===== src/rtl/sort_pkg.sv =====
// Shared types and helpers for the sequential bitonic sorter.
//   sort_state_t : controller states (IDLE, SORT, DONE)
//   ASC / DESC   : encodings of the per-vector sort direction
//   n_layers()   : number of compare-exchange layers for 2^log_n elements
package sort_pkg;

    typedef enum logic [1:0] {
        IDLE = 2'd0,
        SORT = 2'd1,
        DONE = 2'd2
    } sort_state_t;

    localparam logic ASC  = 1'b0;
    localparam logic DESC = 1'b1;

    // A full bitonic network over 2^log_n inputs has log_n merge stages,
    // stage p containing p+1 layers.
    function automatic int n_layers(input int log_n);
        return (log_n * (log_n + 1)) / 2;
    endfunction

endpackage


===== src/rtl/cmp_swap.sv =====
// Single combinational compare-exchange element.
//   a, b  : element from the lower / higher index of the pair
//   asc   : 1 = put the smaller value on lo, 0 = put the larger value on lo
//   lo    : value written back to the lower index
//   hi    : value written back to the higher index
// Equal inputs are never swapped, so the element is order-stable on ties.
module cmp_swap
    import sort_pkg::*;
#(
    parameter int WIDTH  = 8,
    parameter int SIGNED = 0
) (
    input  logic [WIDTH-1:0] a,
    input  logic [WIDTH-1:0] b,
    input  logic             asc,
    output logic [WIDTH-1:0] lo,
    output logic [WIDTH-1:0] hi
);

    logic a_gt_b;
    logic a_lt_b;
    logic swap;

    generate
        if (SIGNED != 0) begin : g_signed
            assign a_gt_b = $signed(a) > $signed(b);
            assign a_lt_b = $signed(a) < $signed(b);
        end else begin : g_unsigned
            assign a_gt_b = a > b;
            assign a_lt_b = a < b;
        end
    endgenerate

    assign swap = asc ? a_gt_b : a_lt_b;
    assign lo   = swap ? b : a;
    assign hi   = swap ? a : b;

endmodule


===== src/rtl/bitonic_sort_seq.sv =====
// Sequential bitonic sorter: one compare-exchange layer per clock on a
// shared bank of N/2 comparators.
//   clk, rst_n          : clock, synchronous active-low reset
//   in_valid/in_ready   : input handshake; in_data and in_dir taken together
//   in_dir              : 0 = ascending, 1 = descending
//   in_data             : N packed elements, element i at [i*WIDTH +: WIDTH]
//   out_valid/out_ready : output handshake; out_data is the data register
//   busy                : high while layers are being applied
module bitonic_sort_seq
    import sort_pkg::*;
#(
    parameter int WIDTH  = 8,
    parameter int LOG_N  = 3,
    parameter int SIGNED = 0
) (
    input  logic                          clk,
    input  logic                          rst_n,
    input  logic                          in_valid,
    output logic                          in_ready,
    input  logic                          in_dir,
    input  logic [(WIDTH << LOG_N)-1:0]   in_data,
    output logic                          out_valid,
    input  logic                          out_ready,
    output logic [(WIDTH << LOG_N)-1:0]   out_data,
    output logic                          busy
);

    localparam int N    = 1 << LOG_N;
    localparam int HALF = N / 2;
    localparam int CW   = 3;    // holds layer counters up to LOG_N = 5

    typedef logic [WIDTH-1:0] elem_t;

    sort_state_t     state_reg, state_next;
    logic [CW-1:0]   p_reg, p_next;
    logic [CW-1:0]   q_reg, q_next;
    logic            dir_reg, dir_next;
    elem_t           data_reg  [N];
    elem_t           data_next [N];
    elem_t           in_arr    [N];
    elem_t           layer_arr [N];

    logic [LOG_N-1:0] idx_lo  [HALF];
    logic [LOG_N-1:0] idx_hi  [HALF];
    elem_t            pair_lo [HALF];
    elem_t            pair_hi [HALF];
    logic             pair_asc[HALF];

    genvar gi;

    generate
        for (gi = 0; gi < N; gi++) begin : g_unpack
            assign in_arr[gi]                    = in_data[gi*WIDTH +: WIDTH];
            assign out_data[gi*WIDTH +: WIDTH]   = data_reg[gi];
        end
    endgenerate

    // Comparator gi serves pair index gi: its lower element index is gi with
    // a 0 inserted at bit position q, the upper one has a 1 there.
    generate
        for (gi = 0; gi < HALF; gi++) begin : g_pair
            always_comb begin : c_route
                int   lo_i;
                logic bitp;
                lo_i = 0;
                for (int qq = 0; qq < LOG_N; qq++) begin
                    if (int'(q_reg) == qq) begin
                        lo_i = ((gi >> qq) << (qq + 1)) | (gi & ((1 << qq) - 1));
                    end
                end
                idx_lo[gi] = LOG_N'(lo_i);
                idx_hi[gi] = LOG_N'(lo_i | (1 << q_reg));
                // lo_i < N, so bit LOG_N reads as 0: the last merge follows dir.
                bitp         = lo_i[int'(p_reg) + 1];
                pair_asc[gi] = ~(bitp ^ (dir_reg == DESC));
            end

            cmp_swap #(
                .WIDTH  (WIDTH),
                .SIGNED (SIGNED)
            ) u_cmp (
                .a   (data_reg[idx_lo[gi]]),
                .b   (data_reg[idx_hi[gi]]),
                .asc (pair_asc[gi]),
                .lo  (pair_lo[gi]),
                .hi  (pair_hi[gi])
            );
        end
    endgenerate

    // Every element belongs to exactly one pair in a layer, so each slot is
    // overwritten once.
    always_comb begin
        layer_arr = data_reg;
        for (int k = 0; k < HALF; k++) begin
            layer_arr[idx_lo[k]] = pair_lo[k];
            layer_arr[idx_hi[k]] = pair_hi[k];
        end
    end

    always_comb begin
        state_next = state_reg;
        p_next     = p_reg;
        q_next     = q_reg;
        dir_next   = dir_reg;
        data_next  = data_reg;
        in_ready   = 1'b0;
        out_valid  = 1'b0;
        busy       = 1'b0;
        case (state_reg)
            IDLE: begin
                in_ready = 1'b1;
                if (in_valid) begin
                    data_next  = in_arr;
                    dir_next   = in_dir;
                    p_next     = '0;
                    q_next     = '0;
                    state_next = SORT;
                end
            end
            SORT: begin
                busy      = 1'b1;
                data_next = layer_arr;
                if (q_reg == '0 && p_reg == CW'(LOG_N - 1)) begin
                    state_next = DONE;
                end else if (q_reg == '0) begin
                    // Next merge stage starts at its widest distance.
                    p_next = p_reg + 3'd1;
                    q_next = p_reg + 3'd1;
                end else begin
                    q_next = q_reg - 3'd1;
                end
            end
            DONE: begin
                out_valid = 1'b1;
                if (out_ready) begin
                    state_next = IDLE;
                end
            end
            default: state_next = IDLE;
        endcase
    end

    always_ff @(posedge clk) begin
        if (!rst_n) begin
            state_reg <= IDLE;
            p_reg     <= '0;
            q_reg     <= '0;
            dir_reg   <= ASC;
            for (int k = 0; k < N; k++) begin
                data_reg[k] <= '0;
            end
        end else begin
            state_reg <= state_next;
            p_reg     <= p_next;
            q_reg     <= q_next;
            dir_reg   <= dir_next;
            data_reg  <= data_next;
        end
    end

endmodule


===== config.mk =====
export PLATFORM = sky130hd
export DESIGN_NAME = bitonic_sort_seq
export DESIGN_NICKNAME = d
export VERILOG_FILES = /design/src/rtl/sort_pkg.sv /design/src/rtl/cmp_swap.sv /design/src/rtl/bitonic_sort_seq.sv
export SDC_FILE = /design/constraint.sdc
export NUM_CORES = 1
export LEC_CHECK = 0
export CAP_MARGIN = 20
export CORE_MARGIN = 10
export CORE_UTILIZATION = 35
export CTS_BUF_LIST = sky130_fd_sc_hd__clkbuf_4 sky130_fd_sc_hd__clkbuf_8
export CTS_CLUSTER_SIZE = 12
export DETAILED_ROUTE_END_ITERATION = 6
export HOLD_SLACK_MARGIN = 0.03
export PLACE_DENSITY = 0.65
export SYNTH_ARGS = -nofsm -noshare
export SYNTH_HDL_FRONTEND = slang
export SYNTH_SLANG_ARGS = --single-unit

===== constraint.sdc =====
create_clock -name clk -period 7.25 [get_ports clk]
set_input_delay 1.0875 -clock clk [delete_from_list [all_inputs] [get_ports clk]]
set_output_delay 1.0875 -clock clk [all_outputs]
set_load 0.1 [all_outputs]

Run 1, layout detail:
Window x 61 to 111, y 95 to 145 um. Cells in grey, sequential cells in the stronger grey; small squares are vias.
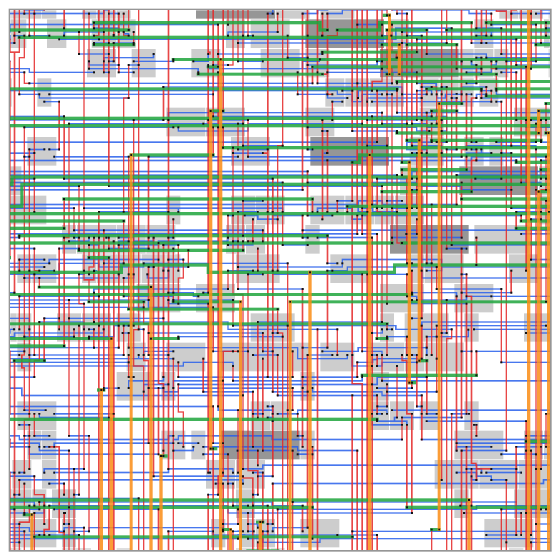
colour	layer
blue	M1
red	M2
orange	M4
green	M3
sequential cells in the window	6
netlist names of flops here include	`out_data` (6)
most frequent	nand2_1 (16), nor2_1 (13), mux2i_1 (11)
cells with their middle in the window	128

Run 1, floorplan with the power grid:
(3 px per um) Pins as bars on the die edge.
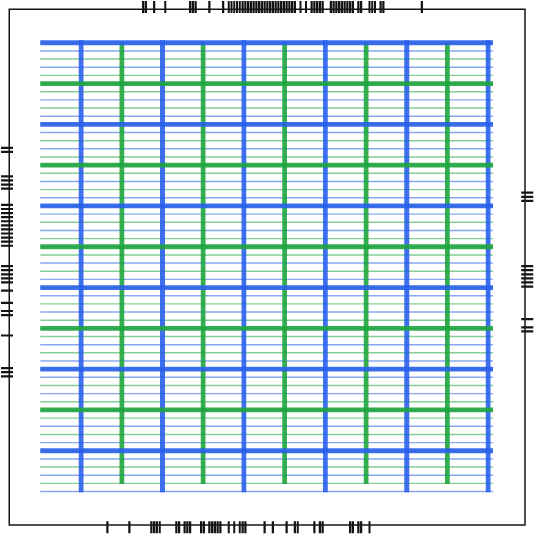
colour	net
green	VDD
blue	VSS
met1 rails	56
met5 straps	11
rows	55
total core area: 22600 sq um
horizontal die size: 171 um
die height: 171 um

Run 1, cell sizes after repair:
(1.5 px per um)
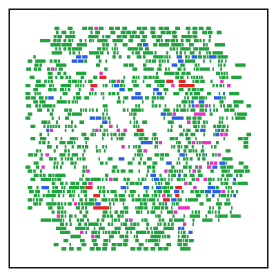
colour	size	cells	share
magenta	x3 and x4	51	4.2%
red	x6 and larger	12	0.98%
green	x1 and smaller	1100	90%
blue	x2	60	4.9%
fin area: 9920 sq um
number of buffers other than clock buffers in the final layout: 180

Run 1, cell placement:
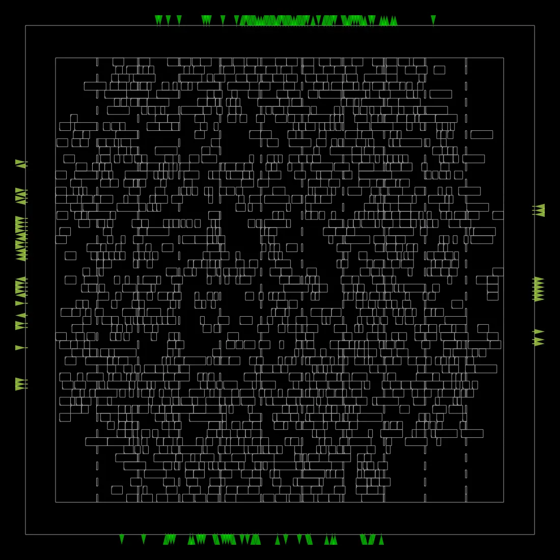
fraction of area in registers: 14.7%
number of well-tap cells placed: 285
Placement Rows: 55
Fill cells: 2374

==> results.rst, run 1 <==
Physical design figures
=======================

.. list-table::
   :header-rows: 1

   * - Metric
     - Value
   * - Cell total after placement
     - 1491
   * - Outcome
     - finished, final reports clean
   * - Top cells by count
     - nand2_1 (108), nor2_1 (98), a21oi_1 (92)
   * - Clock network power share
     - 11.2%
   * - Fraction of standard cell area in multi-input logic
     - 60.8%
   * - Count of clock buffers in the final design
     - 10
   * - Commonest cells after routing, fill and taps aside
     - clkdlybuf4s50_1 (135), nand2_1 (108), nor2_1 (97)
   * - Synthesized netlist net count
     - 1219
   * - Cell type with the highest occurrence count on the critical path
     - buf_4
   * - Total net switching power
     - 2090 uW
   * - Portion of synthesized cell area occupied by the leading cell type
     - 18.2%
   * - Post-placement cell area
     - 9700 sq um
   * - Class of the most critical hold timing path
     - reg -> reg
   * - Flops out of synthesis
     - 73
   * - FF-to-FF setup slack
     - 1.20 ns
   * - Total power per unit cell area
     - 356 nW/um^2
   * - Post-synthesis cell count from yosys
     - 1112
   * - Sequential cell count
     - 73
   * - Critical path depth in cells
     - 18
   * - Synth Flop Type
     - dfxtp_1
   * - Chip Area, Yosys
     - 8020 sq um
   * - Max reg flops
     - 62
   * - Power share of the combinational group
     - 70.4%
   * - Final Instance Count excl. Fillers
     - 1508
   * - Post-route setup slack
     - 1.20 ns
   * - AND/OR/NAND/NOR Cells, Area Fraction
     - 22.2%
   * - Period minus WS final
     - 6.05 ns
   * - Post-Synthesis Mean Instance Area
     - 7.21 sq um
   * - Capturing point of the worst reg2reg path
     - out_data[32]
   * - Launch instance of the worst register-to-register path
     - q_reg[0]
   * - CP Launch Point
     - q_reg[0]
   * - Number of remaining DRC errors
     - 0
   * - Slew @ Worst Pin
     - 1.09 ns
   * - I/O pin count
     - 136
   * - Top logic cell by instance count in the layout
     - clkdlybuf4s50_1
   * - Post-route ant nets
     - 0
   * - Highest Clock Rate
     - 165 MHz
   * - Syn-to-layout area delta
     - 23.7%
Run 1, wire density map:
(2 px per um) 34 x 34 tiles, from dark purple (low) to yellow (high), scaled to the fullest tile. Values are wire area over tile area, all layers added.
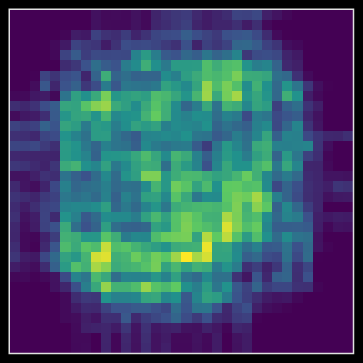

==> run 2, diff against run 1 <==
==> constraint.sdc (replaced) <==
create_clock -name clk -period 6 [get_ports clk]
set_input_delay 0.9 -clock clk [delete_from_list [all_inputs] [get_ports clk]]
set_output_delay 0.9 -clock clk [all_outputs]
set_load 0.1 [all_outputs]
Run 2, wire density map:
(2 px per um) 34 x 34 tiles, from dark purple (low) to yellow (high), scaled to the fullest tile. Values are wire area over tile area, all layers added.
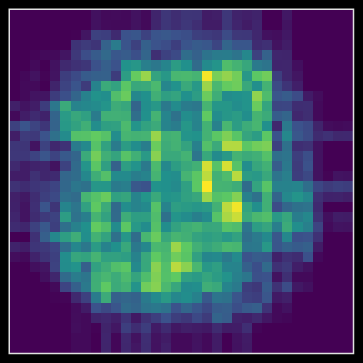
tiles over half the peak	27%
densest ninth of the die	middle
fullest tile	1.0
emptiest ninth of the die	bottom right
nearly empty tiles	20%
total number of vias: 10658
wire length per cell: 32.1 um
overall track demand over capacity in global routing: 32.4%
aggregate routed wire length: 49000 um

Run 2, cell placement:
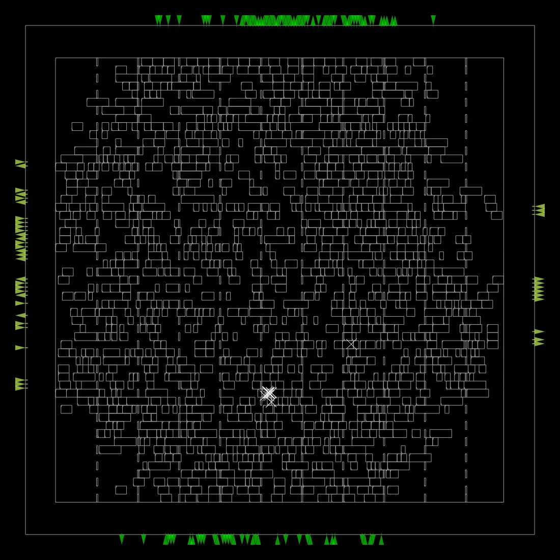
Fill cells: 2350
Final Instance Count excl. Fillers: 1528

==> run 2 against run 1 <==
  * The run now ends with DRC left
  * Clock power is 23% higher
  * First-iteration DRC count shrank 7.2%
  * Non-clock buffer count grew 20
  * Power up 23%
  * Critical path depth is 3 lower
  * Die size did not move
  * Clock skew is 0.0030 ns lower
  * Synthesized cell count stayed put
  * Setup slack got worse by 0.87 ns
  * Combinational power increased by 25%
  * Sequential cell count unchanged
  * Sequential power up about 20%
  * Critical endpoint is now out_data[40]
  * Largest power group unchanged
  * Highest routed layer unchanged
==> results.rst, run 2 <==
Physical design figures
=======================

.. list-table::
   :header-rows: 1

   * - Metric
     - Value
   * - Period minus WS final
     - 5.66 ns
   * - Outcome
     - complete, but fails checks
   * - Max reg flops
     - 62
   * - Chip Area, Yosys
     - 8020 sq um
   * - Syn-to-layout area delta
     - 25.6%
   * - Post-route setup slack
     - 0.337 ns
   * - FF-to-FF setup slack
     - 0.34 ns
   * - Post-Synthesis Mean Instance Area
     - 7.21 sq um
   * - Placement Rows
     - 55
   * - Commonest cells after routing, fill and taps aside
     - clkdlybuf4s50_1 (135), nand2_1 (108), nor2_1 (97)
   * - CP Launch Point
     - q_reg[0]
   * - Flops out of synthesis
     - 73
   * - Die height
     - 171 um
   * - Fraction of area in registers
     - 14.5%
   * - Critical path depth in cells
     - 15
   * - Fin area
     - 10100 sq um
   * - Highest Clock Rate
     - 177 MHz
   * - Post-placement cell area
     - 9850 sq um
   * - Total power per unit cell area
     - 432 nW/um^2
   * - Number of buffers other than clock buffers in the final layout
     - 200
   * - Violated checks
     - DRC
   * - Number of remaining DRC errors
     - 21
   * - Launch instance of the worst register-to-register path
     - q_reg[0]
   * - Total core area
     - 22600 sq um
   * - Class of the most critical hold timing path
     - reg -> reg
   * - Post-synthesis cell count from yosys
     - 1112
   * - Count of clock buffers in the final design
     - 9
   * - Synthesized netlist net count
     - 1219
   * - Horizontal die size
     - 171 um
   * - Fraction of standard cell area in multi-input logic
     - 59.9%
No activity file was given, so power comes from the tool's default toggle rates.
